Design fifo_word_packer, sky130hd; sources not shown.
Figure 1. Signal wires on met3 (run 1).
Scale: 4 px per um. Cells faint in the background.
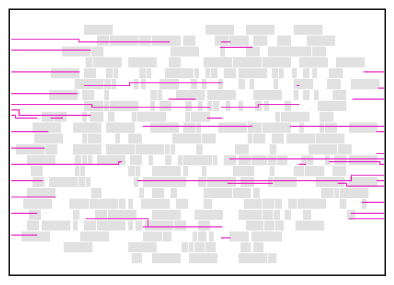
32 nets have wire on it. The layer holds 11% of the routed length.
routed vias: 1820
routing usage on met3: 9.31%
Final Routed Wirelength: 5650 um

Figure 2. I/O pins on the die edge (run 1).
Scale: 4 px per um. Pins as bars across the die edge, other pins in gray.
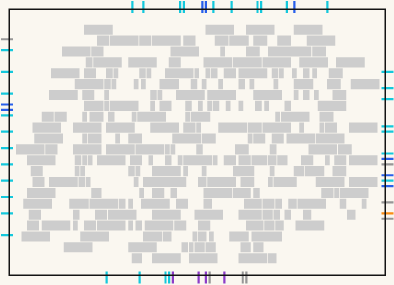
Key: fifo_rd_data = blue [pins 8, direction input, edge 3 north, 3 east, 2 west]; m_data = cyan [pins 32, direction output, edge 11 west, 10 north, 7 east, 4 south]; fifo_empty = orange [pins 1, direction input, edge east]; m_keep = purple [pins 4, direction output, edge south]
die width: 93.6 um
vertical die size: 66.1 um

Figure 3. Wire density map (run 1).
Scale: 3 px per um. 19 x 13 tiles, from dark purple (low) to yellow (high), scaled to the fullest tile. Values are wire area over tile area, all layers added.
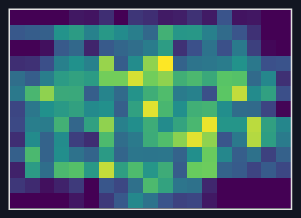
The mean over all tiles is 0.15. The fullest tile reaches 0.40. The densest ninth of the die: center. 12% of the tiles are nearly empty. 31% of the tiles are over half the peak.
per-cell routed wire length: 17.1 um
global-route total usage across every layer: 20.2%

Figure 4. Clock routing (run 1).
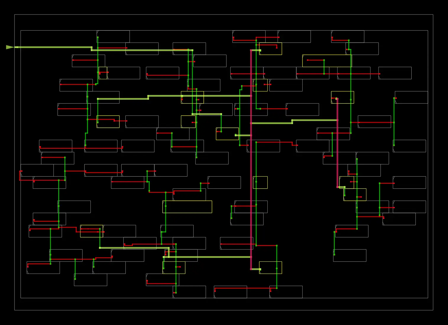
Worst Skew: 8.67 ps
power consumed by the clock network: 0.000871 W
number of flip-flops and latches: 75
total clock buffers created by CTS: 9

==> notes.md, run 1 <==
Notes on the physical implementation.

- The synthesis report names the predominant flop master as sky130_fd_sc_hd__dfxtp_1.
- The total number of placement rows is 22, for reference.
- Per the OpenROAD power report, switching power amounts to between 0.0004 and 0.0005 W.
- The Yosys step of the flow raised 0 warnings.
- The cell sequence reported for the critical path is ha_1, ha_1, nor3_1, a21oi_1, nor4_1.
- TritonCTS built the clock tree.
- According to the floorplan report, the total die area is between 6000 and 7000 um^2.
- The run finished with clean final reports.
- The classification of the worst setup path is reg -> out, for reference.
- The number of buffers inserted for hold repair after clock tree synthesis is 0, for reference.
- The leakage power figure is ~1.1 nW, for reference.
- The first-pass GRT wire length is 9050 um, for reference.
- Counting cells, the worst reg-to-reg path comes to 6.
- The internal power of the cells totals approximately 0.0015 W.
- The final timing report counts setup violations totalling 0.
- The cell family contributing the most delay on the critical path is flip-flops.
- The utilization after layout is 53.1%, for reference.
- The tree is rooted in a sky130_fd_sc_hd__clkbuf_8.
- The power group with the highest consumption is sequential cells, for reference.
- The number of hold-slack violations in the final timing report is 0, for reference.
- The total combinational power is 0.0000678 W, for reference.
- The overall power is between 0.0015 and 0.002 W, for reference.
- The critical path startpoint category is a flop, for reference.
- The placed instances occupy a cell area of around 2700 um^2.
- The slew at the pin closest to its max-slew limit is approximately 730 ps, for reference.
- The data arrival time of the worst path is slightly below 2000 ps, for reference.
- The flow measured a signed area growth from synthesis to layout of 9.42%.
- Setup repair after global routing left no endpoint under its margin.
- The later pin in the worst-skew pair is clocked with a latency of approximately 350 ps.
- The synthesis report gives the async set-or-reset register share as 0%.
- The worst setup path is captured at a primary output.
- In this run switching power makes up ~22% of total power.
- The final timing summary puts the cycle share of the worst path at roughly 90%.
- After floorplanning, the core was sized to cover 5450 um^2.
- Once synthesis finished, the tally of register bits stood at roughly 75.
- The synthesized netlist contains 34 unique library cells.
- The max-capacitance violation count is 0, for reference.
- Counting every net in the synthesized netlist gives ~270.
- The worst-case IR drop observed on VDD is roughly 360 uV.
- The number of global-route vias before repair is 1725, for reference.
- met2 track demand over resource after global routing is between 20% and 30%.
- Total power normalized to cell area comes to between 600 and 700 nW/um^2.
- Setup total negative slack on the finished layout was measured at 0 ps.
- The cell with the most instances after synthesis is sky130_fd_sc_hd__dfxtp_1, for reference.
- The critical-path cell with the highest stage delay is sky130_fd_sc_hd__dfxtp_1, for reference.
- The first detailed-routing pass ran for 4 iterations.
- The final layout net count is between 200 and 300, for reference.
- In this design, the critical path's most frequently occurring cell is sky130_fd_sc_hd__ha_1.
- In this build the clock could be raised as far as between 300 and 400 MHz.
- Looking at the post-CTS report, the setup buffer insertion count equals 0.
- The sequential cell fraction of total power is between 50% and 60%, for reference.
- The deepest clock path buffer count is 2, for reference.
- The pin count of the biggest net entering global routing is between 40 and 50, for reference.
- The library cell occupying the most area in the post-synthesis netlist is sky130_fd_sc_hd__dfxtp_1, for reference.
- The setup slack after layout is 259 ps, for reference.
- Summed over all nets, the half-perimeter wirelength after detailed placement is approximately 3800 um.
- The routed design shows a via density per instance of 5.50.
- In the post-synthesis netlist, the biggest area contributors are sky130_fd_sc_hd__dfxtp_1 (57%), sky130_fd_sc_hd__nand2_1 (6.8%), sky130_fd_sc_hd__a22o_1 (5.6%).
- The worst slack after detailed placement is approximately 370 ps, for reference.
- The clock period could shrink to about 2700 ps.
- The number of cells reported by Yosys stat comes to between 200 and 300.
- The maximum single-stage delay on the critical path is between 500 and 600 ps, for reference.
- In the synthesis report, Yosys lists the chip area as around 2600 um^2.
- The top-level port count is 52, for reference.
- The met1 track demand over resource in global routing is 27.6%, for reference.
- The combinational cell fraction of total power is under 10%, for reference.
- The initial standard-cell utilization of the core is 48.5%, for reference.
- CTS built an H-tree with a depth of 3.
## run 1: layer usage
metal / vias up / wire [um]
met5: - / 0
met1: 853 / 2720
met4: 0 / 68
met3: 9 / 593
met2: 52 / 2270
li1: 906 / -
## run 1: layout by cell type (no fill, tap or decap), types with 2 or more instances in the layout
cell type and instances:
sky130_fd_sc_hd__a21oi_1 25, sky130_fd_sc_hd__a22o_1 17, sky130_fd_sc_hd__a31o_2 2, sky130_fd_sc_hd__a32o_1 8, sky130_fd_sc_hd__and2_1 2, sky130_fd_sc_hd__buf_4 5
sky130_fd_sc_hd__bufinv_16 2, sky130_fd_sc_hd__clkbuf_8 9, sky130_fd_sc_hd__clkinv_4 3, sky130_fd_sc_hd__dfxtp_1 75, sky130_fd_sc_hd__ha_1 2, sky130_fd_sc_hd__mux2i_1 8
sky130_fd_sc_hd__nand2_1 48, sky130_fd_sc_hd__nor2_1 13, sky130_fd_sc_hd__nor2b_1 2, sky130_fd_sc_hd__nor3_1 5, sky130_fd_sc_hd__nor4_1 3, sky130_fd_sc_hd__o21a_1 4
sky130_fd_sc_hd__o22a_1 8
## run 1: final cells by class
cell class / count / area [um^2]
multi-input combinational: 161 / 1020
sequential: 75 / 1500
tap: 72 / 90.1
inverter: 1 / 3.75
timing repair buffer: 6 / 48.8
clock buffer: 9 / 124
fill: 517 / 2560
clock inverter: 7 / 100
## run 1: cells by family (layout without fill, tap and decap cells)
family / Yosys count / in the layout / synth area share (%)
buffers and inverters: 22 / 23 / 4.69
muxes: 8 / 8 / 3.03
xor gates and xnor gates: 1 / 1 / 0.331
and+or+nand+nor: 86 / 86 / 16.4
DFF: 75 / 75 / 56.8
adders and majority gates: 2 / 2 / 0.946
AOI/OAI and AO/OA: 64 / 64 / 17.8
Figure 5. Placed cells, one color a class (run 1).
Scale: 6 px per um.
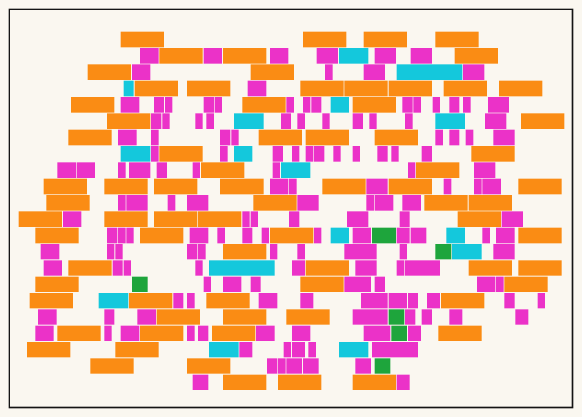

==> run 2, diff against run 1 <==
- CELL_PAD_IN_SITES_DETAIL_PLACEMENT: unset -> 1
- CELL_PAD_IN_SITES_GLOBAL_PLACEMENT: unset -> 1
- CTS_BUF_LIST: unset -> sky130_fd_sc_hd__clkbuf_4 sky130_fd_sc_hd__clkbuf_8
- PLACE_DENSITY_LB_ADDON: unset -> 0.1
Figure 6. Placed cells, one color a class (run 2).
Scale: 6 px per um.
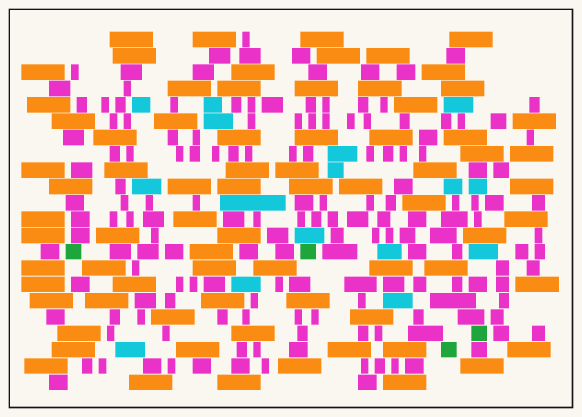
Key: flip-flops = orange [cells 75, share of their area 54%]; other buffers and delay cells = green [cells 4, share of their area 1.1%]; clock drivers and dummy loads = cyan [cells 16, share of their area 7.5%]; all other logic = magenta [cells 162, share of their area 37%]
Placement Rows: 22
Core Footprint: 5450 um^2
Post-Route Utilization: 52.4%
cell area after layout: 2860 um^2

==> run 2 against run 1 <==
- combinational power decreased by 3%
- clock power decreased by 6.5%
- register-to-register slack got worse by 40 ps
- first-iteration DRC count decreased by 38%
- fmax decreased by 1.5%
- sequential power about the same
- synthesized area unchanged
- via count increased by 0.38%
- power decreased by 3.0%
- count of clock-buffer cells in the layout unchanged
- routed wire length increased by 3.4%
- largest cell class unchanged
- highest routed layer unchanged
==> notes.md, run 2 <==
Notes on the physical implementation.

- The pin count of the biggest net entering global routing is 42 (unchanged), for reference.
- The number of hold-slack violations in the final timing report is 0 (unchanged), for reference.
- The total detailed-routing wirelength came to 5850 um (was 5650 um).
- The most frequent logic cell in the layout is sky130_fd_sc_hd__dfxtp_1 (unchanged), for reference.
- The final-report setup violation count is 0 (unchanged), for reference.
- The number of buffers inserted for hold repair after clock tree synthesis is 0 (unchanged).
- The number of synthesized register bits is 75 (unchanged), for reference.
- The async set-or-reset flop fraction in the synthesized netlist was 0% (unchanged).
- The nature of the critical path endpoint was a primary output (unchanged).
- The combinational cell fraction of total power is 3.4% (about the same).
- The HPWL reported at the end of detailed placement was 3950 um (was 3790 um).
- The critical-path cell with the highest stage delay is sky130_fd_sc_hd__dfxtp_1 (unchanged).
- The post-place instance area was 2650 um^2 (was 2660 um^2).
- The final layout net count came to 267 (was 269).
- The TritonCTS clock tree was built (unchanged).
- The sequential cell fraction of total power is 54.3% (was 52.7%), for reference.
- The worst-case clock skew was 10.8 ps (was 8.67 ps).
- The library cell occupying the most area in the post-synthesis netlist was sky130_fd_sc_hd__dfxtp_1 (unchanged).
- The horizontal die dimension is 93.6 um (unchanged), for reference.
- The internal power consumption is 0.00146 W (was 0.00154 W), for reference.
- The count of TritonRoute iterations in the first routing pass is 4 (unchanged), for reference.
- The data arrival time of the worst path is 2000 ps (was 1950 ps), for reference.
- The fraction of the mapped netlist area in simple logic gates came to 16.4% (unchanged).
- The max-capacitance violation count came to 0 (unchanged).
- The number of cells in the yosys synthesis report is 258 (unchanged), for reference.
- The deepest clock path buffer count is 2 (unchanged), for reference.
- The net count after synthesis is 273 (unchanged), for reference.
- The dominant kind of combinational cell is AND-OR/OR-AND gates (unchanged).
- The cell with the most instances after synthesis is sky130_fd_sc_hd__dfxtp_1 (unchanged), for reference.
- The critical path startpoint category is a flop (unchanged), for reference.
- The initial standard-cell utilization of the core is 48.5% (unchanged).
- The global router's overall resource usage is 21.1% (was 20.2%).
- The count of cell types in the netlist was 34 (unchanged).
- The routed wirelength normalized by instance count came to 17.8 um (was 17.1 um).
- The primary flip-flop cell chosen by synthesis mapping is sky130_fd_sc_hd__dfxtp_1 (unchanged).
- The net switching power figure came to 0.000464 W (was 0.000445 W).
- The most prevalent standard cell on the critical path is sky130_fd_sc_hd__ha_1 (unchanged), for reference.
- The latest clock arrival within the worst-skew pair is 360 ps (was 350 ps), for reference.
- The y dimension of the die came to 66.1 um (unchanged).
- List of cells traversed by the critical path: ha_1, ha_1, nor3_1, a21oi_1, nor4_1 (unchanged).
- The top-level port count was 52 (unchanged).
- Outcome: finished, final reports clean (unchanged).
- The chip area is 6190 um^2 (unchanged), for reference.
- Top logic cells by instance count in the layout: sky130_fd_sc_hd__dfxtp_1 (75), sky130_fd_sc_hd__nand2_1 (48), sky130_fd_sc_hd__a21oi_1 (25), sky130_fd_sc_hd__a22o_1 (17), sky130_fd_sc_hd__nor2_1 (13) (unchanged).
- Setup repair after global routing missed its margin: false (unchanged).
- The maximum single-stage delay on the critical path was 530 ps (was 520 ps).
- The net switching share of the total power came to 24.1% (was 22.4%).
- The shortest period the worst path allows came to 2730 ps (was 2690 ps).
- The mux contribution to synthesized area was 3.03% (unchanged).
- The path depth of the worst reg2reg path is 7 (was 6).
- The area share of and-or/or-and cells after synthesis is 17.8% (unchanged).
- The total negative slack was 0 ps (unchanged).
- The layout overhead on the synthesized area is 8.09% (was 9.42%), for reference.
- The total of warnings raised by yosys is 0 (unchanged), for reference.
- The per-cell via count in the routed design came to 5.55 (was 5.50).
- The classification of the worst setup path was reg -> out (unchanged).
- The number of global-route vias before repair came to 1816 (was 1725).
- The number of clock buffers inserted by TritonCTS was 9 (unchanged).
- The first-pass GRT wire length is 9440 um (was 9050 um).
- The xor/xnor cell area share of the yosys netlist is 0.331% (unchanged), for reference.
- The peak supply drop came to 336 uV (was 365 uV).
run 2: logic make-up (layout without fill, tap and decap cells):
family | Yosys count | in the layout
buffers and inverters | 22 | 21
muxes | 8 | 8
xor gates and xnor gates | 1 | 1
DFF | 75 | 75
AOI/OAI and AO/OA | 64 | 64
adders and majority gates | 2 | 2
and+or+nand+nor | 86 | 86
run 2: cell type report:
type / instances / area [um^2]
clock buffer: 9 / 124
clock inverter: 7 / 83.8
fill: 613 / 2590
multi-input combinational: 161 / 1020
tap: 72 / 90.1
timing repair buffer: 4 / 30.0
sequential: 75 / 1500
inverter: 1 / 3.75
run 2: per-stage QoR:
stage	total power [W]	utilization [%]	std cells	worst slack, ps
2_1_floorplan	0.00113	-	258	810
5_1_grt	0.00201	52.4	329	92.4
4_1_cts	0.00195	52.4	329	206
3_5_place_dp	0.00114	48.6	313	556
3_3_place_gp	0.00113	48.6	313	627
6_report	0.00192	52.4	329	217
run 2: power by group through the flow:
stage | clock [W] | combinational (W) | sequential (W)
2_1_floorplan | 0 | 0.0000701 | 0.00106
3_3_place_gp | 0 | 0.0000647 | 0.00107
3_5_place_dp | 0 | 0.0000661 | 0.00107
4_1_cts | 0.000842 | 0.0000669 | 0.00104
5_1_grt | 0.000889 | 0.0000744 | 0.00105
6_report | 0.000814 | 0.0000661 | 0.00104
run 2: routing by layer:
| layer | share of wire [%] | track usage, % | wire (um) |
|---|---|---|---|
| met1 | 49 | 27.4 | 2870 |
| met2 | 46 | 32.3 | 2660 |
| met3 | 4.9 | 8.39 | 289 |
| met4 | 0.43 | 6.92 | 25 |
| met5 | 0 | 0 | 0 |
run 2: worst max-delay path: cells and delay by family, from the launching register on:
kind / cells / cell delay [ps]
adders and majority gates: 2 / 480
DFF: 1 / 530
AOI/OAI and AO/OA: 1 / 130
and+or+nand+nor: 2 / 500
Power is estimated from default activity; no workload was simulated.
